Run 1, the metal 1 layer:
The bar under the picture is 20 microns long. Supply wires on this layer in grey.
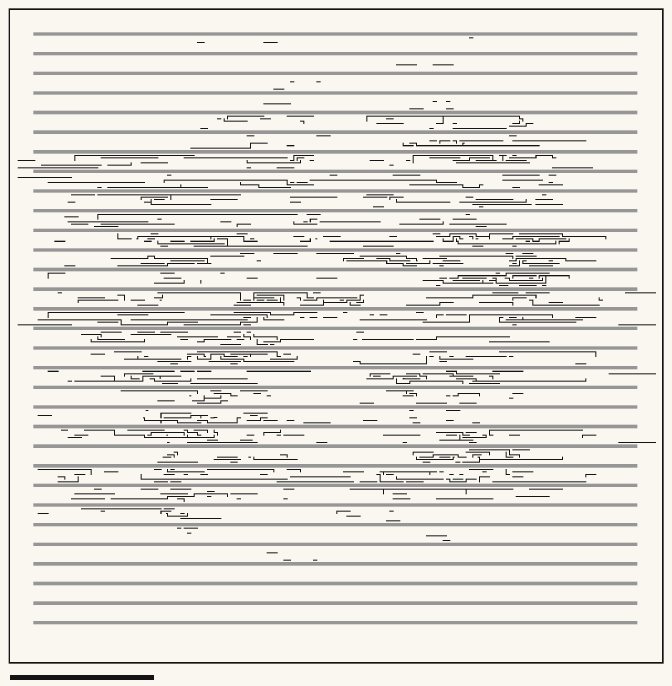
Run 1, met2 routing:
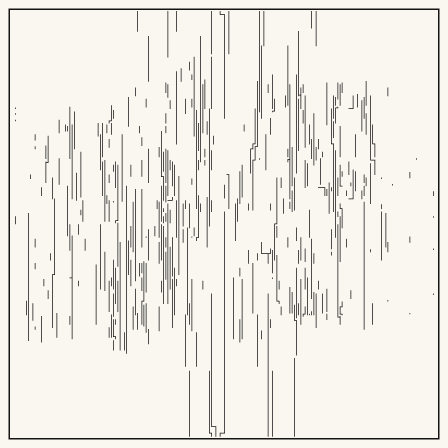
Run 1, met3 routing:
The bar under the picture is 20 microns long.
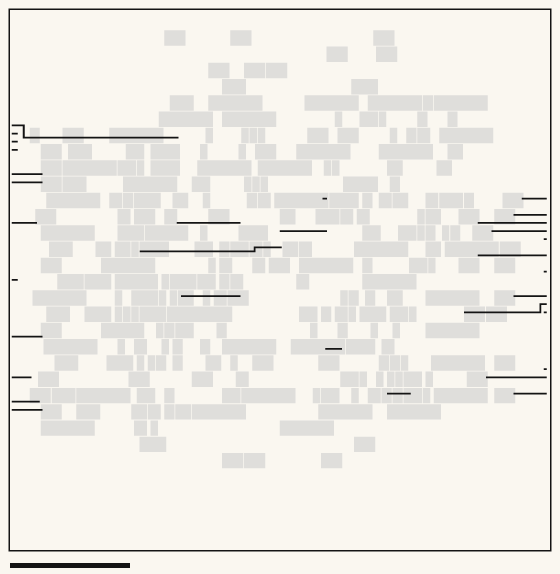
### src/rtl/alu_issue_pipe.sv
// Two-stage valid/ready issue front-end for a small 2-bit operand ALU.
// Stage 1 latches the command; stage 2 holds the registered result.
//
// Ports:
//   clk, rst_n          clock, async active-low reset
//   in_valid/in_ready   command handshake (a, b, op, tag)
//   out_valid/out_ready result handshake (result, rem, err, tag)
//   err_sticky          set by any errored result handshake
//   op_count            completed handshakes, wrapping
//   err_count           errored handshakes, saturating
//   clr_status          sync clear of the status fields (beats a handshake)
module alu_issue_pipe #(
    parameter int TAG_W = 2,
    parameter int CNT_W = 8
) (
    input  logic             clk,
    input  logic             rst_n,
    input  logic             in_valid,
    output logic             in_ready,
    input  logic [1:0]       in_a,
    input  logic [1:0]       in_b,
    input  logic [2:0]       in_op,
    input  logic [TAG_W-1:0] in_tag,
    output logic             out_valid,
    input  logic             out_ready,
    output logic [3:0]       out_result,
    output logic [1:0]       out_rem,
    output logic             out_err,
    output logic [TAG_W-1:0] out_tag,
    output logic             err_sticky,
    output logic [CNT_W-1:0] op_count,
    output logic [CNT_W-1:0] err_count,
    input  logic             clr_status
);

    logic             s1_valid_q, s1_valid_d;
    logic [1:0]       s1_a_q, s1_b_q;
    logic [2:0]       s1_op_q;
    logic [TAG_W-1:0] s1_tag_q;

    logic             s2_valid_q, s2_valid_d;
    logic [3:0]       s2_res_q;
    logic [1:0]       s2_rem_q;
    logic             s2_err_q;
    logic [TAG_W-1:0] s2_tag_q;

    logic             sticky_q, sticky_d;
    logic [CNT_W-1:0] opc_q, opc_d;
    logic [CNT_W-1:0] errc_q, errc_d;

    logic       s2_load, in_hs, out_hs;
    logic [3:0] a4, b4;
    logic [3:0] alu_res;
    logic [1:0] alu_rem;
    logic       alu_err;

    // Stage 2 may refill in the same cycle it drains, so in_ready
    // depends combinationally on out_ready.
    assign s2_load  = s1_valid_q && (!s2_valid_q || out_ready);
    assign in_ready = !s1_valid_q || s2_load;
    assign in_hs    = in_valid && in_ready;
    assign out_hs   = s2_valid_q && out_ready;

    assign a4 = {2'b00, s1_a_q};
    assign b4 = {2'b00, s1_b_q};

    always_comb begin
        alu_res = 4'd0;
        alu_rem = 2'd0;
        alu_err = 1'b0;
        unique case (s1_op_q)
            3'b000: alu_res = a4 + b4;
            3'b001: alu_res = a4 - b4;
            3'b010: alu_res = a4 & b4;
            3'b011: alu_res = a4 | b4;
            3'b100: alu_res = a4 * b4;
            3'b101, 3'b110: begin
                // Divide-by-zero returns the dividend as remainder.
                if (s1_b_q == 2'd0) begin
                    alu_rem = s1_a_q;
                    alu_err = 1'b1;
                end else begin
                    alu_rem = s1_a_q % s1_b_q;
                    if (s1_op_q == 3'b101)
                        alu_res = {2'b00, s1_a_q / s1_b_q};
                    else
                        alu_res = {2'b00, s1_a_q % s1_b_q};
                end
            end
            3'b111: alu_err = 1'b1;
        endcase
    end

    always_comb begin
        s1_valid_d = s1_valid_q;
        if (in_hs)
            s1_valid_d = 1'b1;
        else if (s2_load)
            s1_valid_d = 1'b0;

        s2_valid_d = s2_valid_q;
        if (s2_load)
            s2_valid_d = 1'b1;
        else if (out_hs)
            s2_valid_d = 1'b0;
    end

    always_comb begin
        sticky_d = sticky_q;
        opc_d    = opc_q;
        errc_d   = errc_q;
        if (clr_status) begin
            sticky_d = 1'b0;
            opc_d    = '0;
            errc_d   = '0;
        end else if (out_hs) begin
            opc_d = opc_q + CNT_W'(1);
            if (s2_err_q) begin
                sticky_d = 1'b1;
                if (errc_q != '1)
                    errc_d = errc_q + CNT_W'(1);
            end
        end
    end

    always_ff @(posedge clk or negedge rst_n) begin
        if (!rst_n) begin
            s1_valid_q <= 1'b0;
            s1_a_q     <= '0;
            s1_b_q     <= '0;
            s1_op_q    <= '0;
            s1_tag_q   <= '0;
            s2_valid_q <= 1'b0;
            s2_res_q   <= '0;
            s2_rem_q   <= '0;
            s2_err_q   <= 1'b0;
            s2_tag_q   <= '0;
            sticky_q   <= 1'b0;
            opc_q      <= '0;
            errc_q     <= '0;
        end else begin
            s1_valid_q <= s1_valid_d;
            s2_valid_q <= s2_valid_d;
            sticky_q   <= sticky_d;
            opc_q      <= opc_d;
            errc_q     <= errc_d;
            if (in_hs) begin
                s1_a_q   <= in_a;
                s1_b_q   <= in_b;
                s1_op_q  <= in_op;
                s1_tag_q <= in_tag;
            end
            if (s2_load) begin
                s2_res_q <= alu_res;
                s2_rem_q <= alu_rem;
                s2_err_q <= alu_err;
                s2_tag_q <= s1_tag_q;
            end
        end
    end

    assign out_valid  = s2_valid_q;
    assign out_result = s2_res_q;
    assign out_rem    = s2_rem_q;
    assign out_err    = s2_err_q;
    assign out_tag    = s2_tag_q;
    assign err_sticky = sticky_q;
    assign op_count   = opc_q;
    assign err_count  = errc_q;

endmodule

### config.mk
export PLATFORM = sky130hd
export DESIGN_NAME = alu_issue_pipe
export DESIGN_NICKNAME = d
export VERILOG_FILES = /design/src/rtl/alu_issue_pipe.sv
export SDC_FILE = /design/constraint.sdc
export NUM_CORES = 1
export LEC_CHECK = 0
export ABC_AREA = 0
export CAP_MARGIN = 20
export CORE_MARGIN = 3
export CORE_UTILIZATION = 30
export DETAILED_ROUTE_END_ITERATION = 6
export SETUP_SLACK_MARGIN = 0.05
export SYNTH_ARGS = -nofsm -noshare
export SYNTH_HDL_FRONTEND = slang
export SYNTH_SLANG_ARGS = --single-unit
export TNS_END_PERCENT = 50
### constraint.sdc
create_clock -name clk -period 3.5 [get_ports clk]
set_input_delay 0.7 -clock clk [delete_from_list [all_inputs] [get_ports clk]]
set_output_delay 0.7 -clock clk [all_outputs]
set_load 0.01 [all_outputs]
==> impl_metrics.tcl, run 1 <==
# place-and-route summary
set metrics [dict create \
    status "complete, no violations" \
    clockPowerShare_pct 30.8 \
    area_dominant_class "logic gates" \
    crit_buf_inv 2 \
    setup_viol 0 \
    slew_headroom_pct 43.62 \
    area_leaders "dfrtp_1 43%, ha_1 7.0%, mux2_2 4.7%, nand2_1 3.7%, nor2_1 3.7%" \
    rsz0062_at_grt "no" \
    cts.sinks 37 \
    buffer_area_share_pct 15.25 \
    critPathLaunchType "input port" \
    hold_ws_ns 0.4634 \
    buffers 43 \
    crit_path_end_kind "primary output" \
    route.detailed.drc 0 \
    dr.pass1.iters 4 \
    logic_family "simple AND/OR/NAND/NOR gates" \
    grt_util_met2_pct 19.29 \
    fin_crit_sh_pct 74.11 \
    logic_gates 161 \
    cp_top_family "buffers and inverters" \
    max_cap_viol_count 0 \
    mostFrequentLayoutCells "40 x clkdlybuf4s50_1, 37 x dfrtp_1, 21 x nor2_1, 21 x nand2_1, 12 x ha_1" \
    lay_top_count "clkdlybuf4s50_1" \
    power.internal_mw 0.8854 \
    syn_avg_cell_area_sq_um 9.888 \
    die_w_microns 90.38 \
    utilization_pct 40.37 \
    hold_viol_final 0 \
    dr_wl_met3_microns 198 \
    cts_buffer_depth 2 \
    ys_sh_adder_pct 10.31 \
    fin_area_sq_um 2758 \
    io_pins 42 \
    min_path_type "flip-flop to flip-flop" \
    setup_tns_ns 0 \
    hold_depth 2 \
    clkbuf_count 7 \
    comb_area_share_pct 41.11 \
    worstSetupPathType "input port to primary output" \
    inverters 11 \
    postRouteAntennaNets 0 \
    fmax_mhz 385.5 \
    clock_latency_ns 0.29 \
    grt.met3_usage_pct 2.917 \
    layout-drive-gt1-share_pct 10.00 \
    layout_setup_ws_ns 0.9062 \
    p_per_area_nw_per_um2 456.4 \
    powerComb_mw 0.340 \
    crit_end "in_ready" \
    clk_pin_slew_ns 0.07 \
    synthTopCellsByCount "37 x dfrtp_1, 21 x nand2_1, 21 x nor2_1" \
    clock_area_share_pct 4.220 \
    crit_path_frequent_cell "clkdlybuf4s50_1" \
    dieArea_sq_um 8168 \
    largest_area_cell "dfrtp_1" \
    ys.flop_type "dfrtp_1" \
    synth-simple-area-share_pct 20.97 \
    fin_cells 356 \
    top_layer_used "met4" \
    synth_area_sq_um 2136 \
    maxPowerGroup "sequential cells" \
    ctsHtreeMaxLevel 2 \
    area.sequential_sq_um 925.9 \
    power_frac_seq_pct 42.1 \
    vias_per_cell 4.728 \
    numPortBuffers 41 \
    cp_slowest_cell "clkdlybuf4s50_1" \
    ys_types 47 \
    grt_usage_pct 11.61 \
    fillers 723 \
    comb_area_sq_um 1134 \
    die_h_microns 90.38 \
    flops 37 \
    r2r_start "s1_a_q[1]" \
    p_total_mw 1.259 \
    rows 30 \
    n_antenna_cell 0 \
    grt_antenna_before_repair 0 \
    globalplace.congestion 0.8409 \
    synthAoiAreaFrac_pct 12.42 \
    seq_power_mw 0.530 \
    fp_util_pct 31.26 \
    ir_drop_v 0.0002650 \
    seq_share_pct 33.58 \
    swShare_pct 29.65 \
    edf_count 0 \
    grt_pass1_wl_microns 7852 \
    p_clk_mw 0.388 \
    dp_cells 348 \
    worstHoldEndpoint "out_tag[0]" \
    place_worst_setup_slack_ns 0.8987 \
    top_cell "dfrtp_1" \
]
## Picture notes: 'the metal 1 layer'
The longest straight run is 27.6 microns. The wires run mostly horizontal. The layer carries 2,180 microns of wire.
met1 Use GR: 14.93%
Post-Route WL: 4596 microns
Vias: 1,683

## Picture notes: 'met2 routing'
233 nets have wire on it. The layer carries 2,180 microns of wire. The layer holds 47% of the routed length. The wires run mostly vertical. The longest straight run is 46.8 microns.

## Picture notes: 'met3 routing'
The wires run mostly horizontal. 28 nets have wire on it. The layer holds 4.3% of the routed length.

==> run 1 -> run 2 <==
==> constraint.sdc (replaced) <==
create_clock -name clk -period 2.1 [get_ports clk]
set_input_delay 0.42 -clock clk [delete_from_list [all_inputs] [get_ports clk]]
set_output_delay 0.42 -clock clk [all_outputs]
set_load 0.01 [all_outputs]
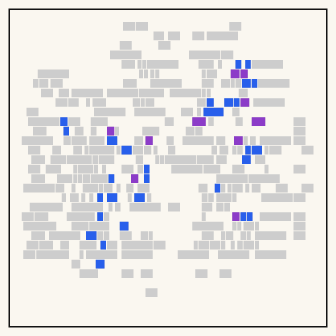
Run 2: gate families picked out
Key: inverting AOI/OAI gates = blue [cells 29, most used a21oi_1]; AND and OR gates = purple [cells 10, most used or4_1]
Commonest Layout Cell: clkdlybuf4s50_1
non-filler cells, final: 370
fraction of area in multi-input gates: 41.03%

==> run 2 against run 1 <==
Net effect: flip-flop count is the same; global-route usage is essentially flat; power grew 62%; cell area grew 5.2%; largest power group unchanged; die size is the same; sequential share of layout area shrank 1.5 points; register-to-register slack lost 1.1 ns; count of clock-buffer cells in the layout shrank 1; clock power grew 25%; largest cell class unchanged; critical path type is now flip-flop to flip-flop.
==> impl_metrics.tcl, run 2 <==
# place-and-route summary
set metrics [dict create \
    power_frac_seq_pct 43.0 \
    clk_pin_slew_ns 0.08 \
    postRouteAntennaNets 0 \
    synth_area_sq_um 2136 \
    comb_area_sq_um 1190 \
    io_pins 42 \
    n_antenna_cell 0 \
    grtUsageMet1_pct 14.23 \
    inverters 11 \
    crit_path_end_kind "flip-flop" \
    max_cap_viol_count 0 \
    setup_tns_ns 0 \
    grt_pass1_wl_microns 7866 \
    ys_types 47 \
    grt_antenna_before_repair 0 \
    finalWirelength_microns 4766 \
    setup_viol 0 \
    route.detailed.drc 0 \
    min_path_type "input port to asynchronous set/reset pin" \
    dp_cells 361 \
    grt_util_met2_pct 20.22 \
    rsz0062_at_grt "no" \
    logic_family "simple AND/OR/NAND/NOR gates" \
    cp_slowest_cell "dfrtp_2" \
    utilization_pct 42.45 \
    status "complete, no violations" \
    powerComb_mw 0.674 \
    p_total_mw 2.035 \
    ys.flop_type "dfrtp_1" \
    flops 37 \
    dr.pass1.iters 4 \
    dr_wl_met3_microns 176 \
    clock_area_share_pct 2.847 \
    vias 1738 \
    worstSetupPathType "flip-flop to flip-flop" \
    cts_buffer_depth 2 \
    synthAoiAreaFrac_pct 12.42 \
    cts.sinks 37 \
    area_dominant_class "logic gates" \
    ys_sh_adder_pct 10.31 \
    mostFrequentLayoutCells "39 x clkdlybuf4s50_1, 34 x dfrtp_1, 21 x nor2_1, 21 x nand2_1, 15 x buf_4" \
    logic_gates 161 \
    maxPowerGroup "sequential cells" \
    vias_per_cell 4.697 \
    critPathLaunchType "flip-flop" \
    cp_top_family "AND-OR/OR-AND gates" \
    seq_share_pct 32.05 \
    fillers 697 \
    dieArea_sq_um 8168 \
    place_worst_setup_slack_ns -0.0008707 \
    area.sequential_sq_um 929.6 \
    die_w_microns 90.38 \
    seq_power_mw 0.876 \
    crit_buf_inv 1 \
    clockPowerShare_pct 23.9 \
    buffer_area_share_pct 18.51 \
    hold_viol_final 0 \
    top_layer_used "met4" \
    buffers 57 \
    largest_area_cell "dfrtp_1" \
    swShare_pct 31.65 \
    p_per_area_nw_per_um2 701.6 \
    area_leaders "dfrtp_1 43%, ha_1 7.0%, mux2_2 4.7%, nand2_1 3.7%, nor2_1 3.7%" \
    hold_ws_ns 0.1733 \
    edf_count 0 \
    numPortBuffers 41 \
    die_h_microns 90.38 \
    fp_util_pct 31.26 \
    fmax_mhz 508.3 \
    top_cell "dfrtp_1" \
    r2r_start "s1_a_q[1]" \
]
==> run 2 -> run 3 <==
--- a/config.mk
+++ b/config.mk
@@ -10,6 +10,7 @@
 export CORE_MARGIN = 3
 export CORE_UTILIZATION = 30
 export DETAILED_ROUTE_END_ITERATION = 6
+export GPL_ROUTABILITY_DRIVEN = 0
 export SETUP_SLACK_MARGIN = 0.05
 export SYNTH_ARGS = -nofsm -noshare
 export SYNTH_HDL_FRONTEND = slang
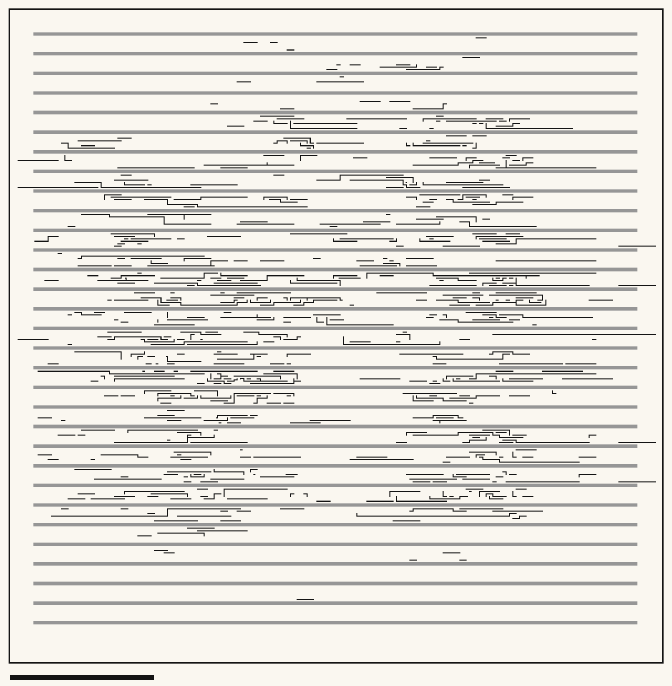
Run 3: the metal 1 layer
The bar under the picture is 20 microns long. Supply wires on this layer in grey.
The wires run mostly horizontal. The layer carries 2,160 microns of wire. 261 nets have wire on it.
Vias: 1,738
met1 Use GR: 14.23%

==> run 3 against run 2 <==
Net effect: power unchanged; sequential power about the same; highest routed layer unchanged; critical endpoint unchanged; non-clock buffer count unchanged.
==> impl_metrics.tcl, run 3 <==
# place-and-route summary
set metrics [dict create \
    status "complete, no violations" \
    p_clk_mw 0.485 \
    utilization_pct 42.45 \
    edf_count 0 \
    fmax_mhz 508.3 \
    hold_ws_ns 0.1733 \
    clockPowerShare_pct 23.9 \
    clock_latency_ns 0.29 \
    worstSetupPathType "flip-flop to flip-flop" \
    crit_end "out_result[1]" \
    synth-simple-area-share_pct 20.97 \
    ys_sh_adder_pct 10.31 \
    ff2ff_path_depth 8 \
    fin_cells 370 \
    dieArea_sq_um 8168 \
    vias_per_cell 4.697 \
    dp_cells 361 \
    syn_avg_cell_area_sq_um 9.888 \
    wl_met1_microns 2158 \
    power.internal_mw 1.391 \
    crit_start "s1_a_q[1]" \
    synth-xor-area-share_pct 3.691 \
    ys_types 47 \
    fp_util_pct 31.26 \
    seq_power_mw 0.876 \
    crit_path_end_kind "flip-flop" \
    netlist_instances 216 \
    p_total_mw 2.035 \
    mostFrequentLayoutCells "39 x clkdlybuf4s50_1, 34 x dfrtp_1, 21 x nor2_1, 21 x nand2_1, 15 x buf_4" \
    die_w_microns 90.38 \
    fin_crit_sh_pct 93.68 \
    flops 37 \
    route.detailed.drc 0 \
    wl_met2_microns 2401 \
    comb_area_sq_um 1190 \
    die_h_microns 90.38 \
    timing.rr.end "out_result[1]" \
    area_dominant_class "logic gates" \
    layout_setup_ws_ns 0.1328 \
    crit_buf_inv 1 \
    dr.pass1.iters 4 \
    ctsHtreeMaxLevel 2 \
    p_per_area_nw_per_um2 701.6 \
    n_antenna_cell 0 \
    buffer_area_share_pct 18.51 \
    area.sequential_sq_um 929.6 \
    ir_drop_v 0.0004010 \
    hold_buffers 0 \
    lay_top_count "clkdlybuf4s50_1" \
    min_path_type "input port to asynchronous set/reset pin" \
    ys.flop_type "dfrtp_1" \
    logic_family "simple AND/OR/NAND/NOR gates" \
    fillers 697 \
    place_worst_setup_slack_ns -0.0008707 \
    worstMarginPinSlew_ns 0.4695 \
    cp_top_family "AND-OR/OR-AND gates" \
    clk_pin_slew_ns 0.08 \
    cp_slowest_cell "dfrtp_2" \
    ys.flops 37 \
    min_period_ns 1.967 \
    fin_area_sq_um 2900 \
    grt_util_met2_pct 20.22 \
    area_leaders "dfrtp_1 43%, ha_1 7.0%, mux2_2 4.7%, nand2_1 3.7%, nor2_1 3.7%" \
    swShare_pct 31.65 \
    slew_headroom_pct 68.70 \
    setup_viol 0 \
    warnings 32 \
    ys_cells 216 \
    logic_gates 161 \
    max_cap_viol_count 0 \
    io_pins 42 \
    synth_area_sq_um 2136 \
    maxPowerGroup "sequential cells" \
    dr_wl_met3_microns 176 \
    largest_area_cell "dfrtp_1" \
    synthTopCellsByCount "37 x dfrtp_1, 21 x nand2_1, 21 x nor2_1" \
    routedWlPerCell_microns 12.88 \
    finalWirelength_microns 4766 \
    top_layer_used "met4" \
    grt_pass1_wl_microns 7866 \
    clock_area_share_pct 2.847 \
    combPwrFrac_pct 33.1 \
    fp_nets 245 \
    grt_antenna_before_repair 0 \
    overflow 0 \
    rows 30 \
    cts.sinks 37 \
    layout-drive-gt1-share_pct 18.61 \
    top_cell "dfrtp_1" \
    comb_area_share_pct 41.03 \
    path_depth 8 \
    powerComb_mw 0.674 \
    grt.met3_usage_pct 3.750 \
    critPathLaunchType "flip-flop" \
    cts_buffer_depth 2 \
    buffers 57 \
    seq_share_pct 32.05 \
    grt_usage_pct 11.64 \
    inverters 11 \
    setup_tns_ns 0 \
    cts_tree "yes" \
    grt_max_degree 38 \
    clkbuf_count 6 \
    synthAoiAreaFrac_pct 12.42 \
    hold_viol_final 0 \
    postRouteAntennaNets 0 \
    rsz0062_at_grt "no" \
    numPortBuffers 41 \
    r2r_start "s1_a_q[1]" \
    power_frac_seq_pct 43.0 \
]
Power figures rest on the tool's default switching activity, not on a simulated workload.
